$ cat config.mk
export PLATFORM = sky130hd
export DESIGN_NAME = onehot_encoder_jogada_flat
export DESIGN_NICKNAME = d
export VERILOG_FILES = /design/src/rtl/onehot_encoder_jogada_if.sv /design/src/rtl/onehot_encoder_jogada.sv /design/src/flat_wrapper.sv
export SDC_FILE = /design/constraint.sdc
export NUM_CORES = 1
export LEC_CHECK = 0
export ABC_AREA = 1
export CAP_MARGIN = 25
export CORE_ASPECT_RATIO = 0.8
export CORE_MARGIN = 2
export CORE_UTILIZATION = 55
export DETAILED_ROUTE_END_ITERATION = 10
export PLACE_DENSITY = 0.78
export SLEW_MARGIN = 20
export SYNTH_ARGS = -nofsm -noshare
export SYNTH_HDL_FRONTEND = slang
export SYNTH_SLANG_ARGS = --single-unit
$ cat constraint.sdc
create_clock -name clock -period 1.85 [get_ports clock]
set_input_delay 0.37 -clock clock [delete_from_list [all_inputs] [get_ports clock]]
set_output_delay 0.37 -clock clock [all_outputs]
set_load 0.1 [all_outputs]
$ cat src/rtl/onehot_encoder_jogada_if.sv
// rtl/onehot_encoder_jogada_if.sv - button/index handshake bundle between board pins and game datapath
interface onehot_encoder_jogada_if;
  logic       enable;
  logic [7:0] botoes;
  logic [2:0] codigo;
  logic       jogada_valida;
  logic       jogada_invalida;
  logic       ocupado;

  modport master (
    output enable, botoes,
    input  codigo, jogada_valida, jogada_invalida, ocupado
  );

  modport slave (
    input  enable, botoes,
    output codigo, jogada_valida, jogada_invalida, ocupado
  );
endinterface

$ cat src/rtl/onehot_encoder_jogada.sv
// rtl/onehot_encoder_jogada.sv - debounced 8-button to 3-bit index encoder with release-triggered pulse
// Optional macro ONEHOT_ENCODER_PRIORITY_EN: multi-button presses resolve to the lowest set bit.
module onehot_encoder_jogada #(
  parameter int DEBOUNCE_CYCLES = 4,
  parameter int CNT_W           = 8
) (
  input logic                    clock,
  input logic                    reset,
  onehot_encoder_jogada_if.slave bus
);

  typedef enum logic [1:0] {IDLE, DEBOUNCE, HELD, EMIT} state_t;

  state_t           state;
  state_t           state_next;
  logic [7:0]       s;
  logic [7:0]       captured;
  logic [CNT_W-1:0] cnt;
  logic [2:0]       codigo_q;
  logic [2:0]       idx;
  logic             emit_ok;

  // Lowest-index set bit; for a one-hot vector this is simply its index.
  always_comb begin
    idx = 3'd0;
    for (int i = 7; i >= 0; i--) begin
      if (captured[i]) idx = 3'(i);
    end
  end

`ifdef ONEHOT_ENCODER_PRIORITY_EN
  assign emit_ok             = (captured != 8'd0);
  assign bus.jogada_valida   = (state == EMIT) && emit_ok;
  assign bus.jogada_invalida = 1'b0;
`else
  logic is_onehot;
  assign is_onehot           = (captured != 8'd0) && ((captured & (captured - 8'd1)) == 8'd0);
  assign emit_ok             = is_onehot;
  assign bus.jogada_valida   = (state == EMIT) && is_onehot;
  assign bus.jogada_invalida = (state == EMIT) && !is_onehot;
`endif

  assign bus.codigo  = codigo_q;
  assign bus.ocupado = (state != IDLE);

  always_comb begin
    state_next = state;
    case (state)
      IDLE: begin
        if (bus.enable && (s != 8'd0)) state_next = DEBOUNCE;
      end
      DEBOUNCE: begin
        if (s != captured)                              state_next = IDLE;
        else if (cnt == CNT_W'(DEBOUNCE_CYCLES - 1))    state_next = HELD;
      end
      HELD: begin
        if (s == 8'd0) state_next = EMIT;
      end
      EMIT: state_next = IDLE;
      default: state_next = IDLE;
    endcase
  end

  always_ff @(posedge clock) begin
    if (reset) begin
      s        <= 8'd0;
      state    <= IDLE;
      captured <= 8'd0;
      cnt      <= '0;
      codigo_q <= 3'd0;
    end else begin
      s     <= bus.botoes;
      state <= state_next;
      if ((state == IDLE) && (state_next == DEBOUNCE)) begin
        captured <= s;
        cnt      <= '0;
      end
      if ((state == DEBOUNCE) && (state_next == DEBOUNCE)) cnt <= cnt + 1'b1;
      // codigo is loaded on the HELD->EMIT edge so it is valid alongside the pulse.
      if ((state == HELD) && (state_next == EMIT) && emit_ok) codigo_q <= idx;
    end
  end

endmodule

$ cat src/flat_wrapper.sv
// flat-port wrapper written by rule: the top's interface ports become plain ports
module onehot_encoder_jogada_flat 
#(
  parameter int DEBOUNCE_CYCLES = 4,
  parameter int CNT_W           = 8
)
  (clock, reset, bus_enable, bus_botoes, bus_codigo, bus_jogada_valida, bus_jogada_invalida, bus_ocupado);
  onehot_encoder_jogada_if bus_i ();
  input logic clock;
  input logic reset;
  input wire logic [$bits(bus_i.enable)-1:0] bus_enable;
  input wire logic [$bits(bus_i.botoes)-1:0] bus_botoes;
  output wire logic [$bits(bus_i.codigo)-1:0] bus_codigo;
  output wire logic [$bits(bus_i.jogada_valida)-1:0] bus_jogada_valida;
  output wire logic [$bits(bus_i.jogada_invalida)-1:0] bus_jogada_invalida;
  output wire logic [$bits(bus_i.ocupado)-1:0] bus_ocupado;
  assign bus_i.enable = bus_enable;
  assign bus_i.botoes = bus_botoes;
  assign bus_codigo = bus_i.codigo;
  assign bus_jogada_valida = bus_i.jogada_valida;
  assign bus_jogada_invalida = bus_i.jogada_invalida;
  assign bus_ocupado = bus_i.ocupado;
  onehot_encoder_jogada #(.DEBOUNCE_CYCLES(DEBOUNCE_CYCLES), .CNT_W(CNT_W)) u_core (.clock(clock), .reset(reset), .bus(bus_i));
endmodule
ff_map.png
Other sequential cells in the stronger grey, the rest of the logic in the fainter grey.
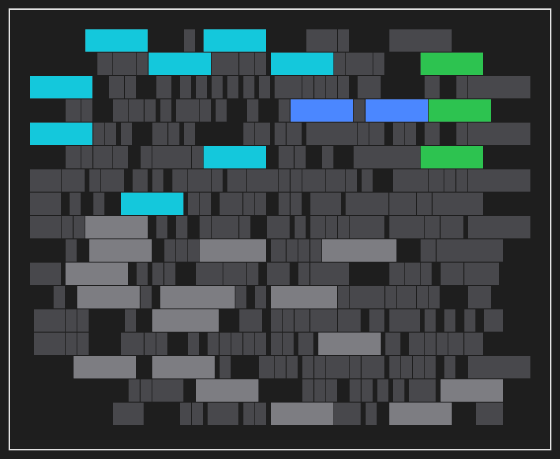
`u_core.cnt`: in cyan, placed flops 8. `u_core.state`: in blue, placed flops 2. `u_core.bus.codigo`: in green, placed flops 3.
Another 16 sequential cells are not coloured.

util_map.png
The die is cut into 6 by 5 equal tiles; black is low, pale yellow is high, 0 to 100% covered.
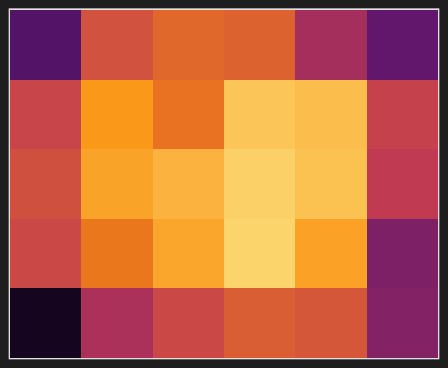
The mean over all tiles is 61%. 33% of the tiles are over 75% full. The densest ninth of the die: centre. The emptiest ninth of the die: lower left.

==> results.txt <==
The synthesis and place-and-route flow finished, so here is a summary.

The residual antenna-violating net count after detailed routing came out at 0. The clock network area share is 2.748%. The main area contributors are sky130_fd_sc_hd__dfxtp_1 (38%), sky130_fd_sc_hd__nand2_1 (16%), sky130_fd_sc_hd__nor2_1 (9.6%), sky130_fd_sc_hd__inv_1 (8.1%), sky130_fd_sc_hd__a21oi_1 (4.6%). The primary flip-flop cell chosen by synthesis mapping is sky130_fd_sc_hd__dfxtp_1. The met3 capacity usage during global routing came out at 5.066%.

The run finished, with violations left. The final reports fail on setup timing. The final setup TNS came out at -0.4297 ns. The worst slack on hold paths came out at 0.4892 ns.

166 cells are multi-input combinational gates. Signal routing reaches up to met4. The final count of negative-setup-slack endpoints is 2.

The worst path setup slack after routing is -0.2385 ns. Max fanout on the critical path was recorded as 3. In the final layout, the multi-input gates occupy 874.6 um2. The cell count listed in synth_stat.txt came out at 233.

The via density per instance came out at 4.848. The worst-path cell with the longest stage delay is sky130_fd_sc_hd__dfxtp_4. In this run, synthesis inferred 0 flip-flops with an integrated enable. The placed standard-cell area is 1834 um2.

Ranked by instance count, the synthesized netlist is headed by sky130_fd_sc_hd__nand2_1 (64), sky130_fd_sc_hd__nor2_1 (39), sky130_fd_sc_hd__inv_1 (33). The post-detailed-route wirelength per cell came out at 10.69 um. The first-pass GRT wire length is 5402 um. Yosys reports that the leading cell type by area covers 37.97% of the netlist area. The total number of nets in the final design came out at 276. In this run, placement finished with an instance count of 287. Among cell families on the critical path, the largest total delay comes from simple AND/OR/NAND/NOR gates. The clock transition at the registers of the reported paths came out at 0.09 ns. The sequential element share of the synthesized area came out at 37.97%. The worst supply voltage drop on vdd is 0.5001 mV. The floorplan net count came out at 245. The area share of and/or/nand/nor cells after synthesis came out at 37.89%.

The pin count of the biggest net entering global routing came out at 21. After routing the design area is 2003 um2. The clock skew after layout came out at 0.006707 ns. Walking the worst path, the cells encountered are nor2_4 -> nand2_2 -> inv_2 -> nand2_2 -> o21ai_2 -> nand2_2 -> nor4_4 -> buf_12. The number of search-and-repair iterations in the first detailed-routing pass is 4. The final number of max-transition violations is 0. The flip-flop and latch area is 591.8 um2. Per the detail_route log, met3 wirelength is 175 um. The non-clock buffer total of the final layout came out at 26.

The synthesis stats list as the most numerous cell sky130_fd_sc_hd__nand2_1. Per the run summary, max-cap violations total 0. The count of placed standard cells in the final layout, fillers left out came out at 302. At the worst endpoint, the arrival time is 1.72 ns. The worst setup path is captured at a primary output. The post-synthesis xor/xnor area fraction came out at 4.010%.

The data required time reported for the critical path is 1.48 ns. The timing report notes that buffer and inverter cells on the critical path total 2. The synthesized cell area came out at 1529 um2. The routed length on met2 came out at 1402 um.

Of the post-synthesis cell area, the part taken by muxes is 0%. The clock buffer count from CTS is 5. The source-to-sink clock delay at the later pin of the worst-skew pair is 0.34 ns. Counting the inverters off the clock network in the layout gives 36. The die boundary height came out at 51.16 um. Leaving out fill and tap cells, the most frequent cells in the layout are sky130_fd_sc_hd__nand2_1 (61), sky130_fd_sc_hd__nor2_1 (38), sky130_fd_sc_hd__inv_1 (32). The number of global-route vias before repair is 1,255. On the worst path, the slowest cell contributes a delay of 0.36 ns.

The share of cell area taken by multi-input logic gates came out at 43.66%. The initial detailed-routing violation count is 55. The longest clock path from root to sink contains 2 buffers. The power per unit of standard cell area is 796.7 nW/um2.
sizing.png
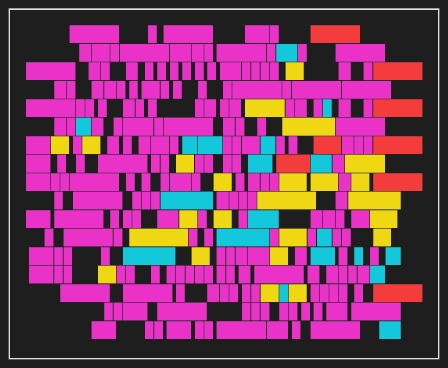
x1 and smaller: in magenta, cells 213, share 81%, most used nand2_1. x2: in cyan, cells 19, share 7.2%, most used nand2_2. x6 and larger: in red, cells 8, share 3.0%, most used buf_12. x3 and x4: in yellow, cells 24, share 9.1%, most used buf_4.

congestion_map.png
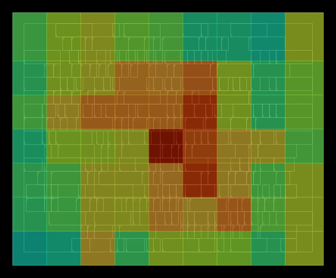
GRT Util Overall: 21.92%
global routing's busiest layer: met2
GRT met2 Usage: 31.91%
post-route core utilization: 74.15%

timing repair:
item | 4_1_cts | 5_1_grt
endpoints found under the setup margin | 2 | 17
gates resized | 14 | 3
gates cloned | 0 | 1
setup buffers | 7 | 0
hold buffers | 0 | 0
pin swaps | 5 | 1
worst paths after layout:
kind	startpoint	cells after the start	slack (ns)	end
worst max-delay path	u_core.captured[1]	8	-0.24	bus_jogada_valida
worst min-delay path	u_core.cnt[1]	2	0.49	u_core.cnt[1]
worst max register to register	u_core.captured[0]	10	0.11	u_core.captured[2]
worst min register to register	u_core.cnt[1]	2	0.49	u_core.cnt[1]
where the power goes:
part / leakage, nW / switching, mW / internal [mW]
logic: 0.650 / 0.287 / 0.208
clock network: 0.0314 / 0.216 / 0.179
registers: 0.240 / 0.0435 / 0.663
total: 0.922 / 0.546 / 1.05
No activity file was given, so power comes from the tool's default toggle rates.
